## src/rtl/hazard_ctrl.sv

```systemverilog
// rtl/hazard_ctrl.sv - pipeline stall/flush/forwarding controller with trap sequencing FSM
// Optional perf counters (o_stall_cycles, o_flush_count) built only when HAZARD_PERF_CNT_EN is defined.
module hazard_ctrl #(
  parameter int REG_ADDR_W   = 5,
  parameter int DRAIN_CYCLES = 2,
  parameter int CNT_WIDTH    = 32
) (
  input  logic                  i_clk,
  input  logic                  i_arst,
  input  logic [REG_ADDR_W-1:0] i_rs1_addr_dec,
  input  logic [REG_ADDR_W-1:0] i_rs2_addr_dec,
  input  logic [REG_ADDR_W-1:0] i_rs1_addr_exec,
  input  logic [REG_ADDR_W-1:0] i_rs2_addr_exec,
  input  logic [REG_ADDR_W-1:0] i_rd_addr_exec,
  input  logic                  i_load_instr_exec,
  input  logic                  i_ecall_instr_exec,
  input  logic                  i_branch_mispred_exec,
  input  logic [REG_ADDR_W-1:0] i_rd_addr_mem,
  input  logic                  i_reg_we_mem,
  input  logic [REG_ADDR_W-1:0] i_rd_addr_wb,
  input  logic                  i_reg_we_wb,
  input  logic                  i_mem_access_mem,
  input  logic                  i_dcache_ready,
  output logic                  o_stall_fetch,
  output logic                  o_stall_dec,
  output logic                  o_stall_exec,
  output logic                  o_stall_mem,
  output logic                  o_flush_dec,
  output logic                  o_flush_exec,
  output logic                  o_flush_wb,
  output logic [1:0]            o_forward_rs1_exec,
  output logic [1:0]            o_forward_rs2_exec,
`ifdef HAZARD_PERF_CNT_EN
  output logic [CNT_WIDTH-1:0]  o_stall_cycles,
  output logic [CNT_WIDTH-1:0]  o_flush_count,
`endif
  output logic                  o_trap_redirect
);

  localparam logic [1:0] RUN           = 2'd0;
  localparam logic [1:0] MEM_WAIT      = 2'd1;
  localparam logic [1:0] TRAP_DRAIN    = 2'd2;
  localparam logic [1:0] TRAP_REDIRECT = 2'd3;

  localparam int DC_W = (DRAIN_CYCLES > 1) ? $clog2(DRAIN_CYCLES) : 1;
  localparam logic [DC_W-1:0] DC_INIT = DC_W'(DRAIN_CYCLES - 1);

  logic [1:0]      r_state;
  logic [1:0]      w_next_state;
  logic [DC_W-1:0] r_drain_cnt;
  logic            r_trap_redirect;
  logic            w_miss;
  logic            w_load_use;
  logic            w_fwd1_mem, w_fwd1_wb, w_fwd2_mem, w_fwd2_wb;

  assign w_miss = i_mem_access_mem & ~i_dcache_ready;

  assign w_load_use = i_load_instr_exec && (i_rd_addr_exec != '0) &&
                      ((i_rd_addr_exec == i_rs1_addr_dec) || (i_rd_addr_exec == i_rs2_addr_dec));

  // Forwarding ignores FSM state; the mem result is newer than wb, so it wins.
  assign w_fwd1_mem = i_reg_we_mem && (i_rd_addr_mem != '0) && (i_rd_addr_mem == i_rs1_addr_exec);
  assign w_fwd1_wb  = i_reg_we_wb  && (i_rd_addr_wb  != '0) && (i_rd_addr_wb  == i_rs1_addr_exec);
  assign w_fwd2_mem = i_reg_we_mem && (i_rd_addr_mem != '0) && (i_rd_addr_mem == i_rs2_addr_exec);
  assign w_fwd2_wb  = i_reg_we_wb  && (i_rd_addr_wb  != '0) && (i_rd_addr_wb  == i_rs2_addr_exec);

  assign o_forward_rs1_exec = w_fwd1_mem ? 2'b10 : (w_fwd1_wb ? 2'b01 : 2'b00);
  assign o_forward_rs2_exec = w_fwd2_mem ? 2'b10 : (w_fwd2_wb ? 2'b01 : 2'b00);

  always_comb begin
    o_stall_fetch = 1'b0;
    o_stall_dec   = 1'b0;
    o_stall_exec  = 1'b0;
    o_stall_mem   = 1'b0;
    o_flush_dec   = 1'b0;
    o_flush_exec  = 1'b0;
    o_flush_wb    = 1'b0;
    w_next_state  = r_state;
    // A pending dcache miss freezes the whole pipe and masks every other flush.
    if (w_miss || (r_state == MEM_WAIT && !i_dcache_ready)) begin
      o_stall_fetch = 1'b1;
      o_stall_dec   = 1'b1;
      o_stall_exec  = 1'b1;
      o_stall_mem   = 1'b1;
      o_flush_wb    = 1'b1;
    end
    case (r_state)
      RUN: begin
        if (w_miss) begin
          w_next_state = MEM_WAIT;
        end else if (i_ecall_instr_exec) begin
          o_stall_fetch = 1'b1;
          o_stall_dec   = 1'b1;
          w_next_state  = TRAP_DRAIN;
        end else if (i_branch_mispred_exec) begin
          o_flush_dec  = 1'b1;
          o_flush_exec = 1'b1;
        end else if (w_load_use) begin
          o_stall_fetch = 1'b1;
          o_stall_dec   = 1'b1;
          o_flush_exec  = 1'b1;
        end
      end
      MEM_WAIT: begin
        if (i_dcache_ready) w_next_state = RUN;
      end
      TRAP_DRAIN: begin
        if (!w_miss) begin
          o_stall_fetch = 1'b1;
          o_stall_dec   = 1'b1;
          o_flush_exec  = 1'b1;
          if (r_drain_cnt == '0) w_next_state = TRAP_REDIRECT;
        end
      end
      default: begin
        if (!w_miss) begin
          o_flush_dec  = 1'b1;
          o_flush_exec = 1'b1;
        end
        w_next_state = RUN;
      end
    endcase
  end

  always_ff @(posedge i_clk or posedge i_arst) begin
    if (i_arst) begin
      r_state         <= RUN;
      r_drain_cnt     <= '0;
      r_trap_redirect <= 1'b0;
    end else begin
      r_state         <= w_next_state;
      r_trap_redirect <= (w_next_state == TRAP_REDIRECT);
      if (r_state == RUN && !w_miss && i_ecall_instr_exec) begin
        r_drain_cnt <= DC_INIT;
      end else if (r_state == TRAP_DRAIN && !w_miss && r_drain_cnt != '0) begin
        r_drain_cnt <= r_drain_cnt - 1'b1;
      end
    end
  end

  assign o_trap_redirect = r_trap_redirect;

`ifdef HAZARD_PERF_CNT_EN
  logic                 w_mispred_flush;
  logic [CNT_WIDTH-1:0] r_stall_cycles;
  logic [CNT_WIDTH-1:0] r_flush_count;

  assign w_mispred_flush = (r_state == RUN) && !w_miss && !i_ecall_instr_exec && i_branch_mispred_exec;

  always_ff @(posedge i_clk or posedge i_arst) begin
    if (i_arst) begin
      r_stall_cycles <= '0;
      r_flush_count  <= '0;
    end else begin
      if (o_stall_fetch && !(&r_stall_cycles)) r_stall_cycles <= r_stall_cycles + 1'b1;
      if (w_mispred_flush && !(&r_flush_count)) r_flush_count <= r_flush_count + 1'b1;
    end
  end

  assign o_stall_cycles = r_stall_cycles;
  assign o_flush_count  = r_flush_count;
`endif

endmodule

```

## config.mk

```make
export PLATFORM = sky130hd
export DESIGN_NAME = hazard_ctrl
export DESIGN_NICKNAME = d
export VERILOG_FILES = /design/src/rtl/hazard_ctrl.sv
export SDC_FILE = /design/constraint.sdc
export NUM_CORES = 1
export LEC_CHECK = 0
export CAP_MARGIN = 20
export CORE_AREA = 2 2 48 50
export DETAILED_ROUTE_END_ITERATION = 12
export DIE_AREA = 0 0 50 52
export PLACE_DENSITY_LB_ADDON = 0.2
export SLEW_MARGIN = 40
export SYNTH_ARGS = -nofsm -noshare
export SYNTH_HDL_FRONTEND = slang
export SYNTH_SLANG_ARGS = --single-unit
```

## constraint.sdc

```tcl
create_clock -name i_clk -period 4.05 [get_ports i_clk]
set_input_delay 0.6075 -clock i_clk [delete_from_list [all_inputs] [get_ports i_clk]]
set_output_delay 0.6075 -clock i_clk [all_outputs]
set_load 0.01 [all_outputs]
```

==> flow_summary.ini, run 1 <==
; synthesis and place-and-route metrics
[global_routing]
antenna_found_initial = 0
grt_pass1_vias = 740
grt_max_degree = 10
overflow = 0
grt_pass1_wl_um = 2980
grt.total_usage = 0.1460

[sta]
grt_setup_unrepaired = false
setup_viol = 0
setup_tns_ns = 0
relSlewSlack = 0.6368
period_used_share = 0.8295
maxSlewViolCount = 0
worst_pin_slew_ns = 0.5398
finalWorstPathRequiredPeriod_ns = 3.359
setup_ws_ns = 0.6906
hold_viol = 0
clock.fmax_mhz = 297.7

[critical_path]
critPathLaunch = i_rd_addr_mem[1]
worstReg2RegEnd = r_state[0]
crit_family = buffers and inverters
path_common_cell = clkdlybuf4s50_1
crit_type = input pin to primary output
cp-start-kind = input pin
worstPathBufferInverterCount = 2
regToRegSetupSlack_ns = 3.06
crit_fanout = 3
arrival_ns = 2.75
end_kind = primary output
r2r_start = r_state[0]
required_ns = 3.44
crit_cells = 6

[hold_path]
holdPathEnd = o_trap_redirect
min_path_cells = 1
min_from = r_drain_cnt

[synthesis]
netlist_area_sq_um = 674.4
netlist_instances = 85
ff_type = dfrtp_1
fp_nets = 129
ys_sh_adder = 0
synthMuxAreaShare = 0
avgSynthCellArea_sq_um = 7.934
postSynthSeqShare = 0.1484
synth-simple-area-share = 0.2505
synth_stat.cells = 85
compound_area_frac = 0.1336
yosysTopAreaCellShare = 0.3117
async_flop_share = 1.000
ys_top_logic_family = XOR/XNOR gates
synth-edff-count = 0
yosys-stat-area_sq_um = 674.4
yosys_warnings = 0
yosysTopAreaCell = xor2_1
top_cells_by_count = 24 x xor2_1, 9 x nor2_1, 6 x xnor2_1, 5 x a21oi_1, 5 x buf_4
area_leaders = xor2_1 31%, dfrtp_1 15%, xnor2_1 7.8%, buf_4 5.6%, nor2_1 5.0%
synth.distinct_cells = 25
ys_seq_elements = 4
yosysMostFrequentCell = xor2_1
xor_area_frac = 0.3896

[route]
post_drt_via_cell_ratio = 4.671
wl_met1_um = 689
finalWirelength_um = 1816
drtIter0Drc = 6
dr.max_layer_used = met3
drtAntennaViolNets = 0
dr.pass1.iters = 5
met2WireLength_um = 1022
drc = 0
avgRoutedWirePerCell_um = 11.07

[cells_and_area]
buffer_area_frac = 0.4449
sh_seq_area = 0.08089
fin_util = 0.5876
final_net_count = 182
clk_share = 0.01820
nNonClkInverters = 2
top_register = r_state
num-fill-cells = 201
logic_gates = 72
n_antenna_cell = 0
largest_register_ffs = 2
comb_area_frac = 0.4216
final_area_sq_um = 1237
mostFrequentLayoutCell = clkdlybuf4s50_1
most-common-layout-cells = 55 x clkdlybuf4s50_1, 24 x xor2_1, 9 x nor2_1

[power]
vdd_drop_max_mv = 0.1744
p_per_area_nw_per_um2 = 266.9
p_leak_uw = 0.0004649

[floorplan]
die_area_sq_um = 2600
fp.dieH_um = 52
row_count = 17
io_pins = 56
die_w_um = 50
taps = 28

[clock_tree]
cts_tree = yes
cts_hold_buf = 0
cts.reportedPaths.clkPinSlew_ns = 0.04
cts-root-buf = clkbuf_4
clock_path_buffers = 2
htree_levels = 1
post_cts_resized = 0
cts_setup_buffers = 0

[place]
post-place-ws_ns = 0.6599
place_hpwl_um = 1696
place_area_sq_um = 1215
globalplace.congestion = 0.7285

[flow_run]
cap_violations = 0
warnings = 26

[run_status]
outcome = completed
## run 1: through the flow
| stage | hold slack, ns | std cells | power, uW |
|---|---|---|---|
| floorplan | 0.3736 | 85 | 181.7 |
| global placement | 0.4486 | 161 | 282.6 |
| detailed placement | 0.4482 | 161 | 284.4 |
| CTS | 0.4489 | 164 | 334.4 |
| global route | 0.4632 | 164 | 359.0 |
| finish | 0.4438 | 164 | 330.3 |
## run 1: report_power, final
group	internal, uW	switching (uW)
Sequential	58.5	26.3
Clock	33.1	15.2
Combinational	120	76.9
Total	212	118
## run 1: routing by layer
layer | up-vias | track usage
met2 | 27 | 0.2873
li1 | 400 | -
met4 | 0 | 0.02778
met1 | 339 | 0.1548
met3 | 0 | 0.03736
met5 | - | 0
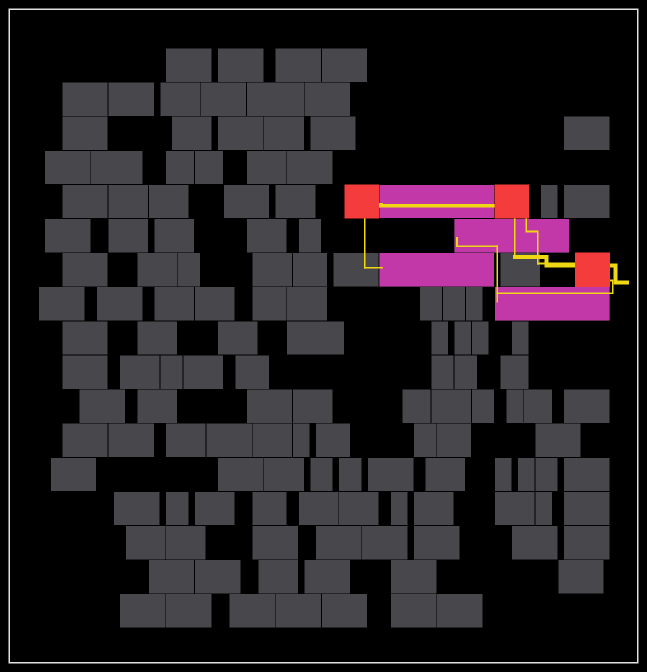
run_1/clock_wires.png
Magenta shows flip-flops, count 4. Red shows clock-net drivers, count 3. Yellow shows clock wires, length 67.0 um.
There are 4 routed clock nets.
P_clk: 48.2 uW
later-pin clock latency in the skew report: 0.23 ns
clock group share of total power: 0.146
Worst Skew: 0.006119 ns

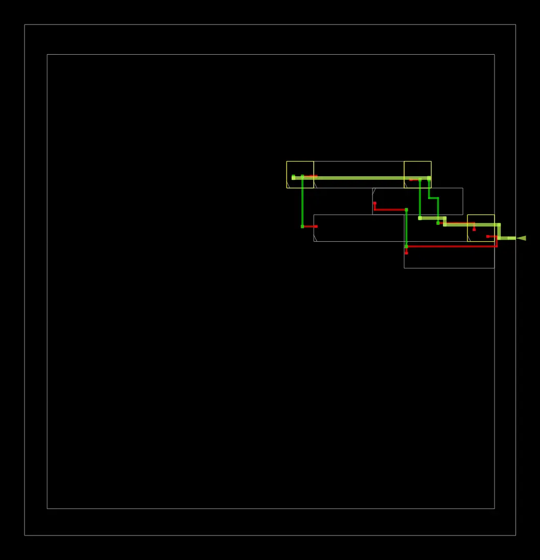
run_1/clock_nets.png
flop count: 4
count of clock buffers in the final design: 3
CTS Sinks: 4
CTS buffer count: 3

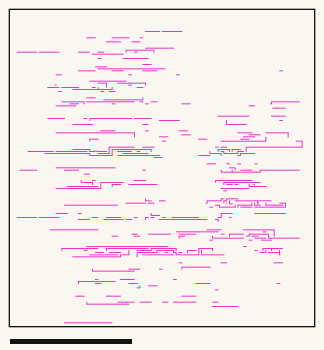
run_1/m1.png
Bar = 20 um.
The layer holds 38% of the routed length. The wires run mostly horizontal.
DR vias: 766
met1 Usage GRT: 0.1548

==> inputs of run 2 (changes only) <==
--- a/config.mk
+++ b/config.mk
@@ -6,9 +6,9 @@
 export NUM_CORES = 1
 export LEC_CHECK = 0
 export CAP_MARGIN = 20
-export CORE_AREA = 2 2 48 50
+export CORE_AREA = 2 2 49 51
 export DETAILED_ROUTE_END_ITERATION = 12
-export DIE_AREA = 0 0 50 52
+export DIE_AREA = 0 0 51 53
 export PLACE_DENSITY_LB_ADDON = 0.2
 export SLEW_MARGIN = 40
 export SYNTH_ARGS = -nofsm -noshare
==> constraint.sdc (replaced) <==
create_clock -name i_clk -period 3.4 [get_ports i_clk]
set_input_delay 0.51 -clock i_clk [delete_from_list [all_inputs] [get_ports i_clk]]
set_output_delay 0.51 -clock i_clk [all_outputs]
set_load 0.01 [all_outputs]
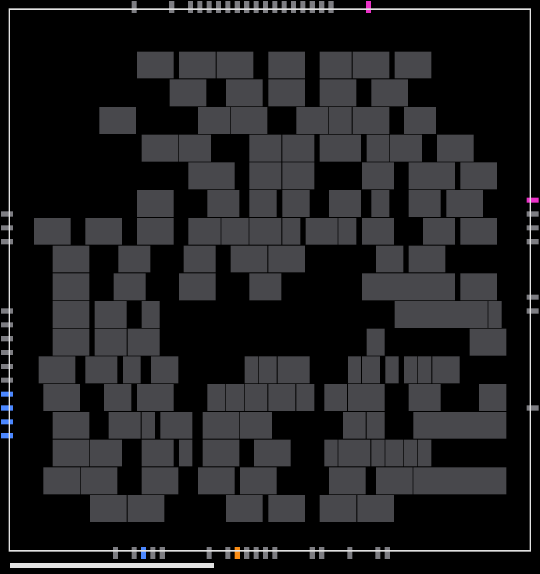
run_2/pinout.png
Bar = 20 um. Pins as bars across the die edge, other pins in gray.
Magenta shows `o_forward_rs2_exec`, pins 2, direction output, edge 1 east, 1 north. Orange shows `o_stall_fetch`, pins 1, direction output, edge south. Blue shows `i_rd_addr_exec`, pins 5, direction input, edge 4 west, 1 south.
All pins by edge: 19 north, 17 south, 13 west, 7 east.
Die Span X: 51 um
Port Buffer Count: 55
die height: 53 um

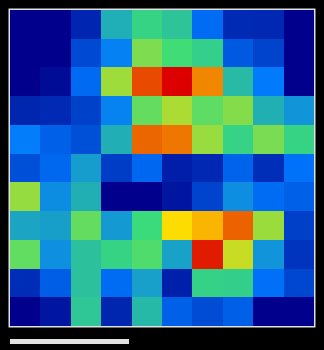
run_2/route_heat.png
Bar = 20 um. 10 x 11 tiles, from dark blue (low) to red (high), scaled to the fullest tile. Values are wire area over tile area, all layers added.
The emptiest ninth of the die: north-west. 12% of the tiles are nearly empty. 22% of the tiles are over half the peak. The mean over all tiles is 0.11. The fullest tile reaches 0.34.
gr usage total: 0.1342
DR vias: 770
routed len/inst: 11.44 um

==> flow_summary.ini, run 2 <==
; synthesis and place-and-route metrics
[sta]
relSlewSlack = 0.6479
clock_skew_ns = 0.002837
clock.fmax_mhz = 316.7
setup_tns_ns = 0
worst_pin_slew_ns = 0.5233
hold_viol = 0
setup_ws_ns = 0.2423
grt_setup_unrepaired = false
period_used_share = 0.9287
finalWorstPathRequiredPeriod_ns = 3.158
finalHoldWorstSlack_ns = 0.4622
maxSlewViolCount = 0
setup_viol = 0

[global_routing]
grt_pass1_wl_um = 2835
grtUsageMet2 = 0.2446
use_met3 = 0.01412
overflow = 0
grt_max_degree = 10
antenna_found_initial = 0
grt_pass1_vias = 706
met1_usage = 0.1698
top_usage_layer = met2

[critical_path]
cp-start-kind = input pin
crit_type = input pin to primary output
crit_family = buffers and inverters
path_common_cell = clkdlybuf4s50_1
cp_slowest_cell = clkdlybuf4s50_1
arrival_ns = 2.65
required_ns = 2.89
worstPathBufferInverterCount = 2
crit_cells = 6
crit_fanout = 3
end_kind = primary output

[synthesis]
ff_type = dfrtp_1
yosys-stat-area_sq_um = 674.4
fp_nets = 129
ys_sh_adder = 0
yosysMostFrequentCell = xor2_1
xor_area_frac = 0.3896
yosysTopAreaCell = xor2_1
netlist_instances = 85
avgSynthCellArea_sq_um = 7.934
top_cells_by_count = 24 x xor2_1, 9 x nor2_1, 6 x xnor2_1, 5 x a21oi_1, 5 x buf_4
yosys_warnings = 0
ys_top_logic_family = XOR/XNOR gates
synth-edff-count = 0
postSynthSeqShare = 0.1484
netlist_area_sq_um = 674.4
synth.distinct_cells = 25
area_leaders = xor2_1 31%, dfrtp_1 15%, xnor2_1 7.8%, buf_4 5.6%, nor2_1 5.0%
yosysTopAreaCellShare = 0.3117
synthMuxAreaShare = 0
async_flop_share = 1.000
compound_area_frac = 0.1336
synth_stat.cells = 85
synth-simple-area-share = 0.2505
ys_seq_elements = 4

[clock_tree]
clkLatencyLatePin_ns = 0.23
cts.reportedPaths.clkPinSlew_ns = 0.04
cts_buffers = 3
cts_tree = yes
cts_hold_buf = 0
cts_setup_buffers = 0
clock_path_buffers = 2
post_cts_resized = 0
htree_levels = 1
cts-root-buf = clkbuf_4
cts.sinks = 4

[power]
power_uw = 396.1
p_per_area_nw_per_um2 = 320.1
p_int_uw = 252.3
pg_clk_uw = 57.3
clock_power_share = 0.145
p_leak_uw = 0.0004649
power_switching_uw = 143.8
p_seq_frac = 0.262
comb-power_uw = 235
pg_seq_uw = 104
top_power_group = combinational logic
combPwrFrac = 0.593
swShare = 0.3631
vdd_drop_max_mv = 0.2513

[flow_run]
warnings = 26
cap_violations = 0

[route]
drtAntennaViolNets = 0
drtIter0Drc = 14
dr.max_layer_used = met3
drc = 0
post_drt_via_cell_ratio = 4.695
wl_met1_um = 835
dr.pass1.iters = 4
met2WireLength_um = 960
finalWirelength_um = 1876

[floorplan]
fp_util = 0.3139
core_area_sq_um = 2148
die_area_sq_um = 2703
io_pins = 56
row_count = 17

[place]
place_hpwl_um = 1727
globalplace.congestion = 0.7054
place_inst = 161
place_area_sq_um = 1215
post-place-ws_ns = 0.2117

[cells_and_area]
n_antenna_cell = 0
fin_util = 0.5760
largest_register_ffs = 2
mostFrequentLayoutCell = clkdlybuf4s50_1
final_net_count = 182
most-common-layout-cells = 55 x clkdlybuf4s50_1, 24 x xor2_1, 9 x nor2_1
final_area_sq_um = 1237
top_register = r_state
stdcell_count = 164

[run_status]
outcome = completed
[run 2: cell counts after synthesis]
No cell type changed its count.
[run 2: layout make-up]
cell class / instances / area [sq um]
fillers: 210 / 910.9
repair buffers: 55 / 550.5
well taps: 28 / 35.03
flip-flops and latches: 4 / 100.1
clock buffers: 3 / 22.52
multi-input cells: 72 / 521.8
inverters: 2 / 7.507
[run 2: path summary, 6_finish.rpt]
kind                                               to  slack [ns]             start
worst max-delay path            o_forward_rs1_exec[0]        0.24  i_rd_addr_mem[1]
worst min-delay path                       r_state[0]        0.46            i_arst
worst max register to register             r_state[0]        2.40        r_state[0]
worst min register to register        o_trap_redirect        0.47       r_drain_cnt
max in group asynchronous                 r_drain_cnt        2.79            i_arst
min in group i_clk                    o_trap_redirect        0.47       r_drain_cnt
==> inputs of run 3 (changes only) <==
--- a/config.mk
+++ b/config.mk
@@ -7,6 +7,7 @@
 export LEC_CHECK = 0
 export CAP_MARGIN = 20
 export CORE_AREA = 2 2 49 51
+export CTS_CLUSTER_DIAMETER = 120
 export DETAILED_ROUTE_END_ITERATION = 12
 export DIE_AREA = 0 0 51 53
 export PLACE_DENSITY_LB_ADDON = 0.2
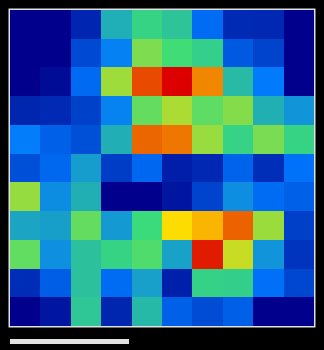
run_3/route_heat.png
Bar = 20 um. 10 x 11 tiles, from dark blue (low) to red (high), scaled to the fullest tile. Values are wire area over tile area, all layers added.
The densest ninth of the die: north. The mean over all tiles is 0.11. The fullest tile reaches 0.34. The emptiest ninth of the die: north-west. 22% of the tiles are over half the peak. 12% of the tiles are nearly empty.

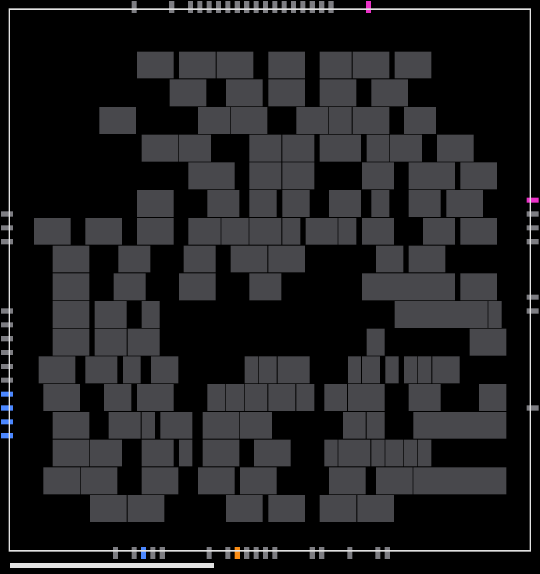
run_3/pinout.png
Bar = 20 um. Pins as bars across the die edge, other pins in gray.
Blue shows `i_rd_addr_exec`, pins 5, direction input, edge 4 west, 1 south. Orange shows `o_stall_fetch`, pins 1, direction output, edge south. Magenta shows `o_forward_rs2_exec`, pins 2, direction output, edge 1 east, 1 north.

==> flow_summary.ini, run 3 <==
; synthesis and place-and-route metrics
[critical_path]
worstPathBufferInverterCount = 2
cp_slowest_cell = clkdlybuf4s50_1
crit_type = input pin to primary output
slowest_delay_ns = 0.58
crit_cells = 6
rr_worst_depth = 3
path_common_cell = clkdlybuf4s50_1
crit_fanout = 3
crit_chain = clkdlybuf4s50_1 > or4_4 > o21ai_2 > nor4_1 > nor4_2 > clkdlybuf4s50_1
endpoint = o_forward_rs1_exec[0]
end_kind = primary output
worstReg2RegEnd = r_state[0]
regToRegSetupSlack_ns = 2.40
crit_family = buffers and inverters
critPathLaunch = i_rd_addr_mem[1]
cp-start-kind = input pin
required_ns = 2.89
r2r_start = r_state[0]
arrival_ns = 2.65

[synthesis]
avgSynthCellArea_sq_um = 7.934
top_cells_by_count = 24 x xor2_1, 9 x nor2_1, 6 x xnor2_1, 5 x a21oi_1, 5 x buf_4
yosys_warnings = 0
synth-edff-count = 0
yosys-stat-area_sq_um = 674.4
synth.distinct_cells = 25
postSynthSeqShare = 0.1484
fp_nets = 129
async_flop_share = 1.000
synth_stat.cells = 85
yosysTopAreaCellShare = 0.3117
ff_type = dfrtp_1
yosysTopAreaCell = xor2_1
netlist_area_sq_um = 674.4
ys_seq_elements = 4
netlist_instances = 85
area_leaders = xor2_1 31%, dfrtp_1 15%, xnor2_1 7.8%, buf_4 5.6%, nor2_1 5.0%
yosysMostFrequentCell = xor2_1

[cells_and_area]
num-fill-cells = 210
drive_above_1_share = 0.05147
most-common-layout-cells = 55 x clkdlybuf4s50_1, 24 x xor2_1, 9 x nor2_1
final_area_sq_um = 1237
sh_seq_area = 0.08089
fin_util = 0.5760
final-seq-area_sq_um = 100.1
clk_share = 0.01820
top_register = r_state
nClkBuffers = 3
final_net_count = 182
nNonClkInverters = 2
largestClassByArea = buffers
buffer_area_frac = 0.4449
stdcell_count = 164
logic_gates = 72
largest_register_ffs = 2
n_antenna_cell = 0
mostFrequentLayoutCell = clkdlybuf4s50_1
area_growth_syn_to_layout_pct = 83.49
comb_area_sq_um = 521.8
nFlopsAndLatches = 4
non_clock_buffer_count = 55
comb_area_frac = 0.4216

[sta]
setup_ws_ns = 0.2423
relSlewSlack = 0.6479
worst_pin_slew_ns = 0.5233
grt_setup_unrepaired = false
period_used_share = 0.9287
finalWorstPathRequiredPeriod_ns = 3.158
setup_viol = 0
clock_skew_ns = 0.002837
clock.fmax_mhz = 316.7
hold_viol = 0
setup_tns_ns = 0
maxSlewViolCount = 0
finalHoldWorstSlack_ns = 0.4622

[power]
swShare = 0.3631
comb-power_uw = 235
clock_power_share = 0.145
power_uw = 396.1
p_seq_frac = 0.262
combPwrFrac = 0.593
top_power_group = combinational logic
p_int_uw = 252.3
p_leak_uw = 0.0004649
pg_clk_uw = 57.3
vdd_drop_max_mv = 0.2513
power_switching_uw = 143.8
p_per_area_nw_per_um2 = 320.1
pg_seq_uw = 104

[route]
drtIter0Drc = 14
drc = 0
finalWirelength_um = 1876
avgRoutedWirePerCell_um = 11.44
drtAntennaViolNets = 0
post_drt_via_cell_ratio = 4.695
dr.pass1.iters = 4
vias = 770

[place]
place_inst = 161
post-place-ws_ns = 0.2117
globalplace.congestion = 0.7054
place_area_sq_um = 1215
place_hpwl_um = 1727
port_buffers = 55

[clock_tree]
post_cts_resized = 0
clkLatencyLatePin_ns = 0.23
cts.sinks = 4
cts-root-buf = clkbuf_4
cts_setup_buffers = 0
cts.reportedPaths.clkPinSlew_ns = 0.04
cts_buffers = 3
htree_levels = 1
clock_path_buffers = 2
cts_tree = yes
cts_hold_buf = 0

[floorplan]
fp_util = 0.3139
die_w_um = 51
io_pins = 56
taps = 28
fp.dieH_um = 53
die_area_sq_um = 2703
core_area_sq_um = 2148
row_count = 17

[flow_run]
warnings = 26
cap_violations = 0

[global_routing]
grt_max_degree = 10
antenna_found_initial = 0
overflow = 0
grt_pass1_vias = 706
grt.total_usage = 0.1342
grt_pass1_wl_um = 2835

[hold_path]
hold_path_class = input pin to async pin

[run_status]
outcome = completed
run 3: logic make-up (layout without fill, tap and decap cells):
logic type,Yosys count,count (layout),share of synthesized area
buffers and inverters,9,60,0.07794
AND-OR/OR-AND,14,14,0.1336
XOR/XNOR,30,30,0.3896
AND/OR/NAND/NOR,28,28,0.2504
flip-flops,4,4,0.1484
run 3: routing by layer:
| metal | vias to the layer above | GRT usage | part of all wire |
|---|---|---|---|
| met3 | 0 | 0.01412 | 0.043 |
| met1 | 346 | 0.1698 | 0.45 |
| met2 | 26 | 0.2446 | 0.51 |
| li1 | 398 | - | - |
| met4 | 0 | 0.02703 | 0 |
| met5 | - | 0 | 0 |
Power is estimated from default activity; no workload was simulated.
